<file path="src/rtl/xor_descrambler.sv">
// xor_descrambler: self-synchronizing descrambler for 1 + x^6 + x^7.
// Each accepted beat is descrambled against a 7-bit history of prior line
// bits. The result goes out through a single registered output stage with a
// valid/ready handshake. out_lock marks beats whose every bit saw 7 real
// prior line bits.
module xor_descrambler #(
  parameter int WIDTH = 8
) (
  input  logic             clk,
  input  logic             rst_n,
  input  logic             clr,
  input  logic             in_valid,
  output logic             in_ready,
  input  logic [WIDTH-1:0] in_data,
  output logic             out_valid,
  input  logic             out_ready,
  output logic [WIDTH-1:0] out_data,
  output logic             out_lock
);

  // Lock FSM encoding
  localparam logic [0:0] FILL   = 1'b0;
  localparam logic [0:0] LOCKED = 1'b1;

  // Time-ordered view: 7 history bits (oldest first) followed by the beat
  localparam int EXT_W = WIDTH + 7;

  logic [6:0]       hist_reg;
  logic [6:0]       hist_next;
  logic [2:0]       cnt_reg;
  logic [2:0]       cnt_next;
  logic [0:0]       state_reg;
  logic [0:0]       state_next;
  logic             out_valid_reg;
  logic [WIDTH-1:0] out_data_reg;
  logic             out_lock_reg;
  logic             accept;
  logic [EXT_W-1:0] ext_stream;
  logic [WIDTH-1:0] desc_bits;
  logic [7:0]       cnt_sum;

  // The output register frees up when it is empty or being drained this cycle
  assign in_ready = !clr && (!out_valid_reg || out_ready);
  assign accept   = in_valid && in_ready;

  assign out_valid = out_valid_reg;
  assign out_data  = out_data_reg;
  assign out_lock  = out_lock_reg;

  // hist_reg[0] is the most recent bit, so it lands just below the new beat
  generate
    for (genvar gi = 0; gi < 7; gi++) begin : g_hist_in
      assign ext_stream[gi] = hist_reg[6-gi];
    end
  endgenerate

  assign ext_stream[EXT_W-1:7] = in_data;

  // d[n] = s[n] ^ s[n-6] ^ s[n-7]; bit gi of the beat sits at ext index gi+7
  generate
    for (genvar gi = 0; gi < WIDTH; gi++) begin : g_desc
      assign desc_bits[gi] = ext_stream[gi+7] ^ ext_stream[gi+1] ^ ext_stream[gi];
    end
  endgenerate

  // The new history is the last 7 bits of the extended stream.
  // For narrow beats this is just a shift by WIDTH.
  generate
    for (genvar gi = 0; gi < 7; gi++) begin : g_hist_out
      assign hist_next[gi] = ext_stream[WIDTH+6-gi];
    end
  endgenerate

  // Saturating fill counter and the FILL -> LOCKED transition
  always_comb begin
    cnt_sum    = {5'd0, cnt_reg} + 8'(WIDTH);
    cnt_next   = (cnt_sum >= 8'd7) ? 3'd7 : cnt_sum[2:0];
    state_next = state_reg;
    if (state_reg == FILL && cnt_next == 3'd7) begin
      state_next = LOCKED;
    end
  end

  // History, counter and lock state advance only on accepted beats
  always_ff @(posedge clk or negedge rst_n) begin
    if (!rst_n) begin
      hist_reg  <= '0;
      cnt_reg   <= '0;
      state_reg <= FILL;
    end else if (clr) begin
      hist_reg  <= '0;
      cnt_reg   <= '0;
      state_reg <= FILL;
    end else if (accept) begin
      hist_reg  <= hist_next;
      cnt_reg   <= cnt_next;
      state_reg <= state_next;
    end
  end

  // Output register: load on accept, empty on drain, hold under backpressure
  always_ff @(posedge clk or negedge rst_n) begin
    if (!rst_n) begin
      out_valid_reg <= 1'b0;
      out_data_reg  <= '0;
      out_lock_reg  <= 1'b0;
    end else if (clr) begin
      out_valid_reg <= 1'b0;
      out_data_reg  <= '0;
      out_lock_reg  <= 1'b0;
    end else if (accept) begin
      out_valid_reg <= 1'b1;
      out_data_reg  <= desc_bits;
      // Lock reflects history before this beat: LOCKED means 7 real bits
      out_lock_reg  <= (state_reg == LOCKED);
    end else if (out_ready) begin
      out_valid_reg <= 1'b0;
    end
  end

endmodule

</file>
<file path="config.mk">
export PLATFORM = sky130hd
export DESIGN_NAME = xor_descrambler
export DESIGN_NICKNAME = d
export VERILOG_FILES = /design/src/rtl/xor_descrambler.sv
export SDC_FILE = /design/constraint.sdc
export NUM_CORES = 1
export LEC_CHECK = 0
export ABC_AREA = 1
export CAP_MARGIN = 0
export CELL_PAD_IN_SITES_DETAIL_PLACEMENT = 0
export CELL_PAD_IN_SITES_GLOBAL_PLACEMENT = 2
export CORE_MARGIN = 5
export CORE_UTILIZATION = 29
export CTS_BUF_LIST = sky130_fd_sc_hd__clkbuf_2 sky130_fd_sc_hd__clkbuf_4 sky130_fd_sc_hd__clkbuf_8
export CTS_CLUSTER_SIZE = 20
export DETAILED_ROUTE_END_ITERATION = 8
export MAX_ROUTING_LAYER = met4
export PLACE_DENSITY = 0.82
export SYNTH_ARGS = -nofsm -noshare
export SYNTH_HDL_FRONTEND = slang
export SYNTH_SLANG_ARGS = --single-unit
</file>
<file path="constraint.sdc">
create_clock -name clk -period 1.2 [get_ports clk]
set_input_delay 0.24 -clock clk [delete_from_list [all_inputs] [get_ports clk]]
set_output_delay 0.24 -clock clk [all_outputs]
set_load 0.02 [all_outputs]
</file>
==> out/metrics.csv, run 1 <==
metric;value;unit
max_cap viols;0;
syn_nets;140;
max reg flops;8;
vias in the first global route;896;
combinational share of cell area;32.6;%
Mux area share;0;%
CTS tree;yes;
Routed Antenna Nets;0;
Die Ht;68.8;um
Logic Gate Count;85;
setup violators final;1;
gr ovfl total;0;
clock transition at the registers of the reported paths;0.10;ns
Avg Cell Area, Syn;7.89;um2
failing checks;negative setup slack;
Core Box Area;3340;um2
H-tree depth;1;
top-count cell post-synth;nand2_1;
Inserted Clock Buffers;3;
yosys xor share;0;%
Power Density;1060;nW/um2
met2 usage;19.0;%
# Taps;46;
Max Slew Vio Count;0;
clk cell area share;2.73;%
hold buffers post-CTS;0;
Tightest Hold Check Type;primary input to async pin;
Leak Pwr;0.718;nW
R2R depth;6;
Slew HR;83.9;%
Comb power;0.341;mW
Commonest cells post-synth;42 x nand2_1, 29 x nand3_1, 19 x inv_1;
Metal-1 WL;1.05;mm
layout cells sized above 1;24.8;%
top sig layer;met4;
met1 global-route usage;13.9;%
Non-Clock Buffer Area Fraction;20.3;%
post-DP HPWL;1.69;mm
Worst Setup EP;in_ready;
Netlist Area Pre-Place;1000;um2
filler instances;385;
status;finished with violations;
Post-synth area hogs;dfrtp_1 45%, nand2_1 16%, nand3_1 14%, inv_1 7.1%, o21ai_2 7.0%;
post-route setup slack;-0.0413;ns
CP Class;flip-flop to output port;
most frequent logic cell in the layout;nand2_1;
Final Hold Slack;0.268;ns
Bufs and invs on worst path;2;
clk buf depth;2;
Total GRT Usage;11.6;%
Adder Share, Synth;0;%
combinational gate area;433;um2
Sequential Power Share;48.8;%
Late-Pin Clk Latency;0.30;ns
flop count;18;
Syn-to-layout area delta;32.6;%
Vias/cell;4.39;
PortBufs;23;
number of post-CTS setup repair buffers;0;
Reg-to-Reg Start;out_valid$_DFFE_PN0P_;
diode count;0;
cells in synth_stat.txt;127;
RSZ-0062 raised after global routing;true;
Finished Layout Cells;207;
final clock skew;0.00142;ns
Die X;68.8;um
crit-path max FO;2;
Critical Path AT;1.00;ns
Setup crit start;out_valid$_DFFE_PN0P_;
metal2 WL;1.07;mm
final instance area;1330;um2
die area;4730;um2
total negative slack;-0.0413;ns
worst slack, placed;-0.537;ns
CP endpoint kind;output port;
final critical-path required period;1.24;ns
Max-area cell share;44.9;%
switch share;30.2;%
ys flops;18;
Starting DRT DRC Count;40;
Net count, final;175;
Crit path max-delay family;flip-flops;
YS warnings;0;
**Run 1: met1 routing**

The bar under the picture is 20 um long.
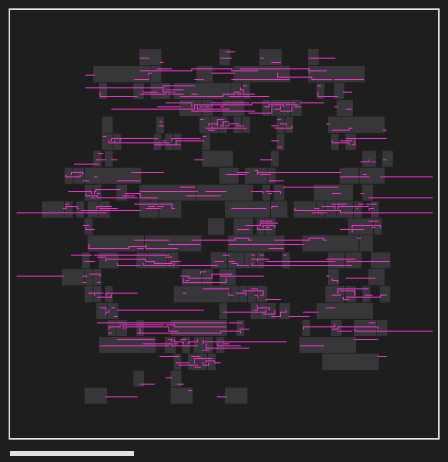
- share of all routed wire: 46%
- main direction: horizontal

**Run 1: layout detail**

The bar under the picture is 5 um long. Region (42, 42) to (62, 62) um. Cells in grey, sequential cells in the stronger grey; small squares are vias.
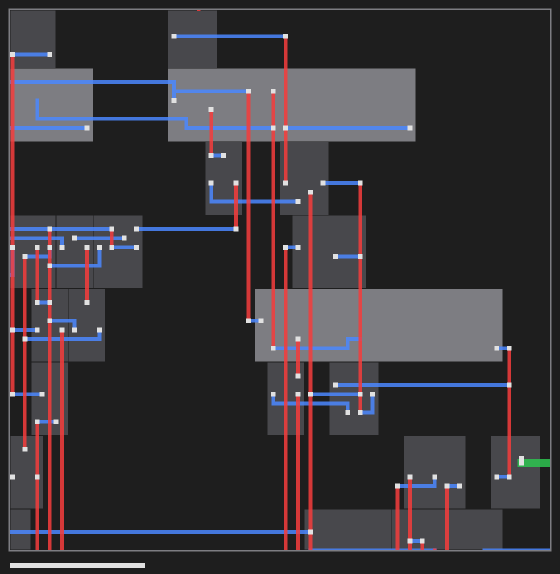
- metal 3: green
- metal 2: red
- metal 1: blue
- netlist names of flops here include: out_data (2)
- cells with their middle in the window: 20
- sequential cells in the window: 2
- most frequent: nand2_1 (6), nand3_1 (4)

**Run 1: wiring by layer**

The bar under the picture is 20 um long. Two of the layers only.
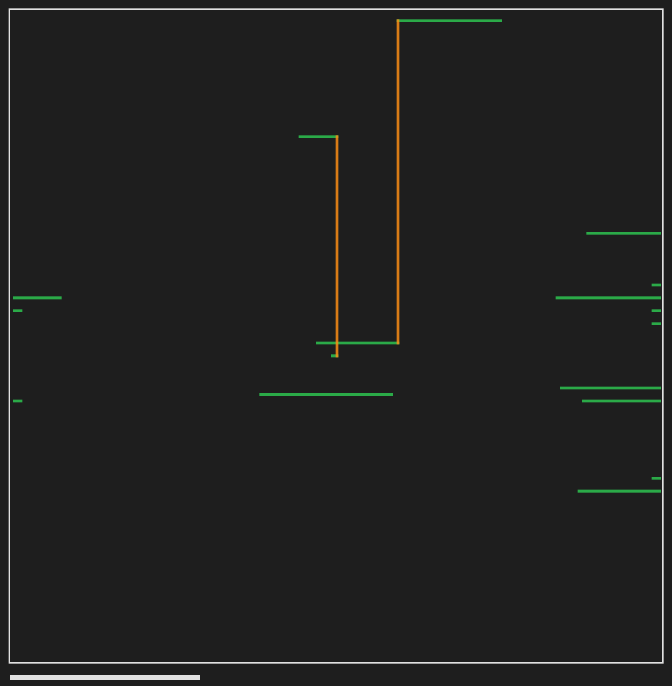
- metal 3: green (wire length 91.5 um)
- metal 4: orange (wire length 57.1 um)

**Run 1: signal metal coverage by tile**

14 x 14 tiles, from white (low) to dark blue (high), scaled to the fullest tile. Values are wire area over tile area, all layers added.
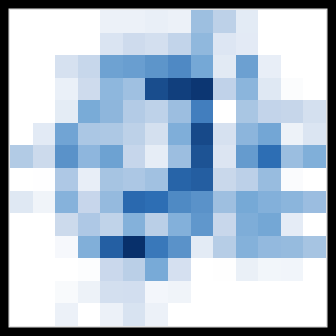

--- run 2 (diff from run 1) ---
--- a/config.mk
+++ b/config.mk
@@ -14,7 +14,6 @@
 export CTS_BUF_LIST = sky130_fd_sc_hd__clkbuf_2 sky130_fd_sc_hd__clkbuf_4 sky130_fd_sc_hd__clkbuf_8
 export CTS_CLUSTER_SIZE = 20
 export DETAILED_ROUTE_END_ITERATION = 8
-export MAX_ROUTING_LAYER = met4
 export PLACE_DENSITY = 0.82
 export SYNTH_ARGS = -nofsm -noshare
 export SYNTH_HDL_FRONTEND = slang
**Run 2: signal metal coverage by tile**

14 x 14 tiles, from white (low) to dark blue (high), scaled to the fullest tile. Values are wire area over tile area, all layers added.
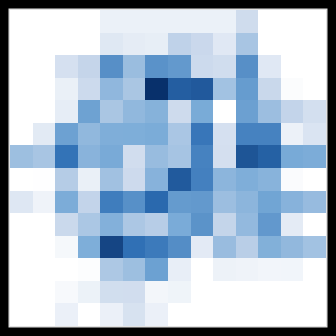
- fullest tile: 0.30
- densest ninth of the die: centre
- mean over tiles: 0.076

==> out/metrics.csv, run 2 <==
metric;value;unit
final instance area;1330;um2
top sig layer;met4;
PortBufs;23;
clock transition at the registers of the reported paths;0.11;ns
# Taps;46;
placed instance count;203;
final critical-path required period;1.24;ns
Finished Layout Cells;207;
syn_nets;140;
layout cells sized above 1;24.8;%
Die Ht;68.8;um
drt pass-1 iters;4;
max_cap viols;0;
Mux area share;0;%
largest area contributor in the netlist;dfrtp_1;
max reg flops;8;
Power Density;1060;nW/um2
Late-Pin Clk Latency;0.30;ns
distinct lib cells;14;
Tightest Hold Check Type;primary input to async pin;
Finished Core Util;39.8;%
Commonest cells post-synth;42 x nand2_1, 29 x nand3_1, 19 x inv_1;
metal2 WL;1.08;mm
Peak VDD IR;352;uV
total power;1.41;mW
CP endpoint kind;output port;
most numerous logic cells after layout;41 x nand2_1, 29 x nand3_1, 19 x inv_1;
flop count;18;
Gate power share;24.1;%
Inserted Clock Buffers;3;
largest net degree at the start of global routing;19;
Reg-to-Reg Start;out_valid$_DFFE_PN0P_;
met1 global-route usage;13.7;%
Starting DRT DRC Count;18;
CP Class;flip-flop to output port;
Bufs and invs on worst path;2;
ordered list of cells on the worst path;nand2_2 -> nand2_1 -> inv_1 -> buf_6;
most frequent logic cell in the layout;nand2_1;
post-DP HPWL;1.69;mm
combinational gate area;433;um2
Adder Share, Synth;0;%
post-synthesis async set-or-reset flop share;100;%
first-pass GRT wire length;3.94;mm
Vias/cell;4.37;
WP depth;4;
diode count;0;
Comb power;0.341;mW
Post-synth area hogs;dfrtp_1 45%, nand2_1 16%, nand3_1 14%, inv_1 7.1%, o21ai_2 7.0%;
hold buffers post-CTS;0;
cells in synth_stat.txt;127;
via count;904;
post-route setup slack;-0.0428;ns
setup violators final;1;
gr ovfl total;0;
failing checks;negative setup slack;
Total GRT Usage;11.2;%
initial antenna violation count;0;
DR WL/cell;11.0;um
Worst Setup EP;in_ready;
Critical Path AT;1.00;ns
CTS resizes;48;
Max Slew Vio Count;0;
inverter count of the layout excluding clock inverters;21;
top-count cell post-synth;nand2_1;
Setup crit start;out_valid$_DFFE_PN0P_;
crit share post-route;104;%
filler instances;385;
clk buf depth;2;
R2R depth;6;
Non-Clock Buffer Area Fraction;20.3;%
Mapped Cells;127;
Final Hold Slack;0.268;ns
YS warnings;0;
total negative slack;-0.0428;ns
Top class by area;registers;
Placed Area;1340;um2
Die X;68.8;um
CTS tree;yes;
Syn-to-layout area delta;32.6;%
CP Data Required Time;0.96;ns
number of post-CTS setup repair buffers;0;
leading power group;sequential cells;
crit-path max FO;2;
vias in the first global route;897;
Leak Pwr;0.718;nW
Logic Gate Count;85;
Routed Antenna Nets;0;
status;finished with violations;
Core Box Area;3340;um2
Init Core Util;30.0;%
Metal-1 WL;1.05;mm
Netlist Area Pre-Place;1000;um2
capture point of the worst reg-to-reg path;hist_reg[1]$_DFFE_PN0P_;
clock network power share;27.1;%
Slew HR;83.8;%
Clock Power;0.384;mW
grt peak-use layer;met2;
Sequential Power Share;48.7;%
Clock Buffer Count;4;
worst slack, placed;-0.537;ns
Avg Cell Area, Syn;7.89;um2
ys flops;18;
met2 usage;19.0;%
yosys xor share;0;%
largest stage delay on the critical path;0.41;ns
H-tree depth;1;
die area;4730;um2
Max-area cell share;44.9;%
switch share;30.2;%
combinational share of cell area;32.6;%
RSZ-0062 raised after global routing;true;
Post-synth seq share;44.9;%
Crit path max-delay family;flip-flops;
Net count, final;175;
final clock skew;0.00122;ns
clk cell area share;2.73;%
aoi share;7.99;%
Power is estimated from default activity; no workload was simulated.
